Fig. 1: zoomed window
Region (21, 21) to (51, 51) microns. Cells in gray, sequential cells in the stronger gray; small squares are vias.
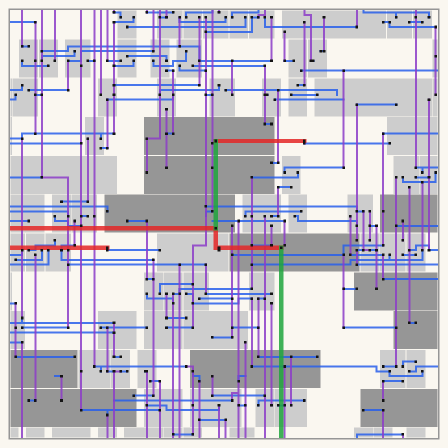
Fig. 2: logic cells by family
Drawn at 6 px/micron.
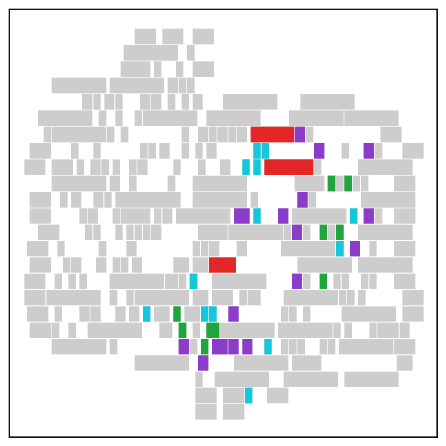
Fig. 3: cell placement
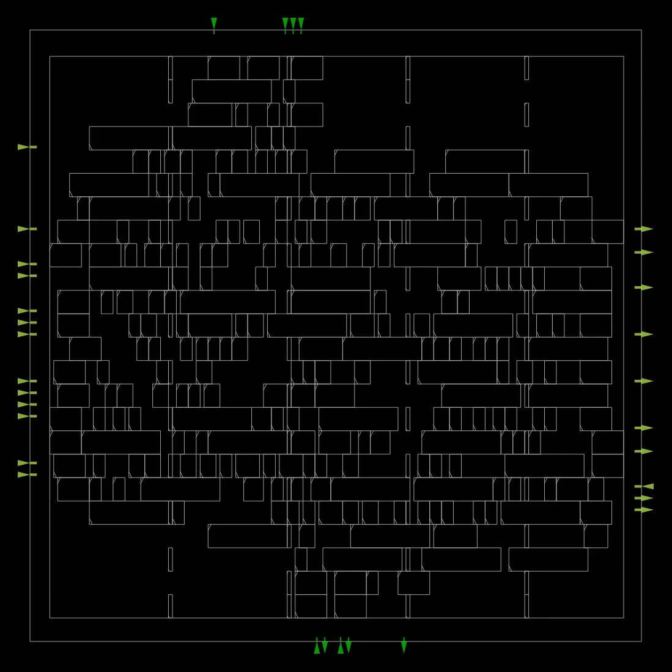
Fig. 4: routed metal per tile
Drawn at 4 px/micron. 14 x 14 tiles, from dark purple (low) to yellow (high), scaled to the fullest tile. Values are wire area over tile area, all layers added.
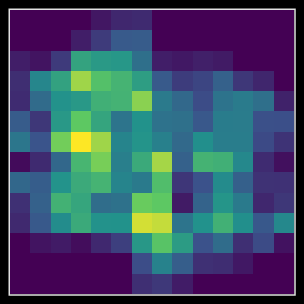
Fig. 5: signal wires by layer
Drawn at 6 px/micron. Two of the layers only.
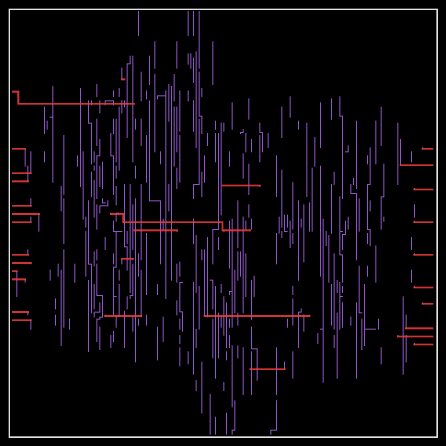
$ cat config.mk
export PLATFORM = sky130hd
export DESIGN_NAME = serial_subtractor
export DESIGN_NICKNAME = d
export VERILOG_FILES = /design/src/rtl/sub_pkg.sv /design/src/rtl/digit_sub_slice.sv /design/src/rtl/serial_subtractor.sv
export SDC_FILE = /design/constraint.sdc
export NUM_CORES = 1
export LEC_CHECK = 0
export ABC_AREA = 1
export CORE_MARGIN = 2
export CORE_UTILIZATION = 40
export CTS_CLUSTER_SIZE = 10
export DETAILED_ROUTE_END_ITERATION = 12
export GPL_TIMING_DRIVEN = 1
export PLACE_DENSITY = 0.74
export SETUP_SLACK_MARGIN = 0.15
export SLEW_MARGIN = 10
export SYNTH_ARGS = -nofsm -noshare
export SYNTH_HDL_FRONTEND = slang
export SYNTH_SLANG_ARGS = --single-unit
$ cat constraint.sdc
create_clock -name clk -period 2.1 [get_ports clk]
set_clock_uncertainty 0.2 [all_clocks]
set_input_delay 0.42 -clock clk [delete_from_list [all_inputs] [get_ports clk]]
set_output_delay 0.42 -clock clk [all_outputs]
set_load 0.01 [all_outputs]
$ cat src/rtl/sub_pkg.sv
// Shared types and elaboration helpers for the digit-serial subtractor.
// Optional build macro used by the datapath: SERIAL_SUB_SATURATE_EN.
package sub_pkg;

    typedef enum logic [1:0] {
        IDLE = 2'd0,
        RUN  = 2'd1,
        DONE = 2'd2
    } state_e;

    // Digit counter width; a one-digit configuration still needs a 1-bit counter.
    function automatic int cnt_width(input int width, input int digit);
        int n;
        n = width / digit;
        if (n <= 1) begin
            return 1;
        end else begin
            return $clog2(n);
        end
    endfunction

    function automatic bit digit_divides(input int width, input int digit);
        return (digit > 0) && (digit <= width) && ((width % digit) == 0);
    endfunction

endpackage

$ cat src/rtl/digit_sub_slice.sv
// Combinational DIGIT-bit slice of a + ~b + cin with ripple carry inside the digit.
module digit_sub_slice #(
    parameter int DIGIT = 2
) (
    input  logic [DIGIT-1:0] a_d,
    input  logic [DIGIT-1:0] b_d,
    input  logic             cin,
    output logic [DIGIT-1:0] s_d,
    output logic             cout
);

    logic [DIGIT-1:0] g_s;
    logic [DIGIT-1:0] p_s;
    logic [DIGIT:0]   c_s;

    assign g_s = a_d & ~b_d;
    assign p_s = a_d ^ ~b_d;

    // Ripple the carry through the digit, starting from the incoming carry.
    always_comb begin
        c_s    = '0;
        s_d    = '0;
        c_s[0] = cin;
        for (int i = 0; i < DIGIT; i++) begin
            s_d[i]   = p_s[i] ^ c_s[i];
            c_s[i+1] = g_s[i] | (p_s[i] & c_s[i]);
        end
    end

    assign cout = c_s[DIGIT];

endmodule

$ cat src/rtl/serial_subtractor.sv
// Digit-serial unsigned subtractor: diff = a - b over WIDTH/DIGIT cycles, valid/ready in and out.
// Define SERIAL_SUB_SATURATE_EN to clamp an underflowing result to zero.
module serial_subtractor
    import sub_pkg::*;
#(
    parameter int WIDTH = 8,
    parameter int DIGIT = 2
) (
    input  logic             clk,
    input  logic             rst_n,
    input  logic             in_valid,
    output logic             in_ready,
    input  logic [WIDTH-1:0] a,
    input  logic [WIDTH-1:0] b,
    output logic             out_valid,
    input  logic             out_ready,
    output logic [WIDTH-1:0] diff,
    output logic             borrow,
    output logic             zero
);

    localparam int N  = WIDTH / DIGIT;
    localparam int CW = cnt_width(WIDTH, DIGIT);
    localparam logic [CW-1:0] LAST = CW'(N - 1);

    if (!digit_divides(WIDTH, DIGIT)) begin : g_bad_digit
        $error("serial_subtractor: DIGIT must divide WIDTH exactly");
    end

    state_e           state_q;
    logic [WIDTH-1:0] a_q;
    logic [WIDTH-1:0] b_q;
    logic             carry_q;
    logic [CW-1:0]    cnt_q;
    logic [WIDTH-1:0] res_q;
    logic [WIDTH-1:0] diff_q;
    logic             borrow_q;
    logic             zero_q;
    logic             in_ready_q;
    logic             out_valid_q;

    logic [DIGIT-1:0] s_s;
    logic             cout_s;
    logic [WIDTH-1:0] res_d;
    logic [WIDTH-1:0] diff_d;
    logic             zero_d;

    digit_sub_slice #(
        .DIGIT(DIGIT)
    ) u_slice (
        .a_d  (a_q[DIGIT-1:0]),
        .b_d  (b_q[DIGIT-1:0]),
        .cin  (carry_q),
        .s_d  (s_s),
        .cout (cout_s)
    );

    // New digits enter at the MSB so the result is aligned after the last digit.
    if (WIDTH == DIGIT) begin : g_res_single
        assign res_d = s_s;
    end else begin : g_res_shift
        assign res_d = {s_s, res_q[WIDTH-1:DIGIT]};
    end

    // Final result value and its zero flag, as written on the last RUN cycle.
    always_comb begin
        diff_d = res_d;
`ifdef SERIAL_SUB_SATURATE_EN
        if (!cout_s) begin
            diff_d = '0;
        end else begin
            diff_d = res_d;
        end
`endif
        zero_d = (diff_d == '0);
    end

    // Control FSM and datapath registers; result registers change only on the final digit.
    always_ff @(posedge clk or negedge rst_n) begin
        if (!rst_n) begin
            state_q     <= IDLE;
            a_q         <= '0;
            b_q         <= '0;
            carry_q     <= 1'b0;
            cnt_q       <= '0;
            res_q       <= '0;
            diff_q      <= '0;
            borrow_q    <= 1'b0;
            zero_q      <= 1'b0;
            in_ready_q  <= 1'b0;
            out_valid_q <= 1'b0;
        end else begin
            case (state_q)
                IDLE: begin
                    if (in_valid && in_ready_q) begin
                        a_q        <= a;
                        b_q        <= b;
                        carry_q    <= 1'b1;
                        cnt_q      <= '0;
                        in_ready_q <= 1'b0;
                        state_q    <= RUN;
                    end else begin
                        in_ready_q <= 1'b1;
                    end
                end
                RUN: begin
                    a_q     <= a_q >> DIGIT;
                    b_q     <= b_q >> DIGIT;
                    carry_q <= cout_s;
                    res_q   <= res_d;
                    cnt_q   <= cnt_q + CW'(1);
                    if (cnt_q == LAST) begin
                        diff_q      <= diff_d;
                        borrow_q    <= ~cout_s;
                        zero_q      <= zero_d;
                        out_valid_q <= 1'b1;
                        state_q     <= DONE;
                    end else begin
                        state_q     <= RUN;
                    end
                end
                DONE: begin
                    if (out_ready) begin
                        out_valid_q <= 1'b0;
                        in_ready_q  <= 1'b1;
                        state_q     <= IDLE;
                    end else begin
                        state_q     <= DONE;
                    end
                end
                default: begin
                    in_ready_q  <= 1'b0;
                    out_valid_q <= 1'b0;
                    state_q     <= IDLE;
                end
            endcase
        end
    end

    assign in_ready  = in_ready_q;
    assign out_valid = out_valid_q;
    assign diff      = diff_q;
    assign borrow    = borrow_q;
    assign zero      = zero_q;

endmodule

==> impl_metrics.py <==
# Metrics from the implementation run
metrics = {
    "pwr": {
        "pwr-share-comb": 0.446,
        "swShare": 0.392,
        "p_leak_nw": 1.18,
        "sequentialPowerShare": 0.380,
        "pg_comb_mw": 1.54,
    },
    "clocking": {
        "htree_levels": 2,
        "clk_latency_ns": 0.29,
        "postCtsSetupRepairBufs": 0,
    },
    "global_route": {
        "use_met1": 0.194,
        "antenna_found_initial": 0,
        "grt_max_degree": 40,
        "grt_use_met2": 0.272,
    },
    "synthesis": {
        "synth-compound-area-share": 0.0473,
        "synth_warnings": 0,
        "synth.area.mux_share": 0,
        "ys_cells": 220,
        "edf_count": 0,
        "topCellsByArea": "dfrtp_1, nand2_1, nand3_1, o21ai_0, inv_1",
    },
    "final_layout": {
        "final_layout_size_suffix_gt1_frac": 0.0784,
        "nNetsFinal": 278,
        "antenna_cells": 0,
        "comb_area_frac": 0.315,
        "final_cell_area_sq_um": 2270,
        "regArea_sq_um": 976,
        "ff_count": 39,
        "logic_area_sq_um": 716,
    },
    "timing": {
        "finalSetupTns_ns": 0,
        "fmax_ghz": 0.550,
        "worstMarginPinSlew_ns": 0.482,
        "setup_viol": 0,
        "drv_slew": 0,
    },
    "critical_path": {
        "max_stage_delay_ns": 0.43,
        "cp_cell_sequence": "fa_2 -> inv_2 -> fa_1 -> nand2_1 -> nor2_1 -> nand2_1 -> nand2_1",
    },
    "detailed_routing": {
        "drcViolationCount": 0,
        "wl_met3_microns": 158,
        "ant_nets": 0,
        "via_per_inst": 4.82,
        "drtPass1Iterations": 4,
    },
    "placed_design": {
        "routabilityCongestion": 0.771,
        "post-dp-hpwl_microns": 2460,
    },
    "die": {
        "die-area_sq_um": 5050,
        "fp.dieW_microns": 71.1,
        "fp.dieH_microns": 71.1,
    },
    "run_status": {
        "status": "finished clean",
    },
}
Back to the opening pictures, Fig. 1:
purple -> met2
green -> met4
blue -> met1
red -> met3
sequential cells in the window = 9
cells with their middle in the window = 68
netlist names of flops here include = a_q (3), cnt_q (2), res_q (2)
most frequent = nand2_1 (23), nand3_1 (12), dfrtp_1 (9)

Back to the opening pictures, Fig. 2:
purple -> inverting AOI/OAI gates  # cells 16, most used o21ai_0
green -> NOR gates  # cells 9, most used nor2_1
cyan -> inverters  # cells 13, most used inv_1
red -> adder and majority cells  # cells 3
most numerous logic cell after layout: nand2_1
final non-filler cell total: 307

Back to the opening pictures, Fig. 3:
# rows: 24
Seq/total area: 0.430
n_taps: 52

Back to the opening pictures, Fig. 4:
mean over tiles = 0.11
tiles over half the peak = 24%
emptiest ninth of the die = north-east
nearly empty tiles = 23%
total track usage: 0.161
routed len/inst: 11.5 microns
wirelength, routed: 3520 microns
routed vias: 1,481

Back to the opening pictures, Fig. 5:
red -> met3  # wire length 158 microns
purple -> met2  # wire length 1,690 microns

Power and IR drop assume default switching activity.
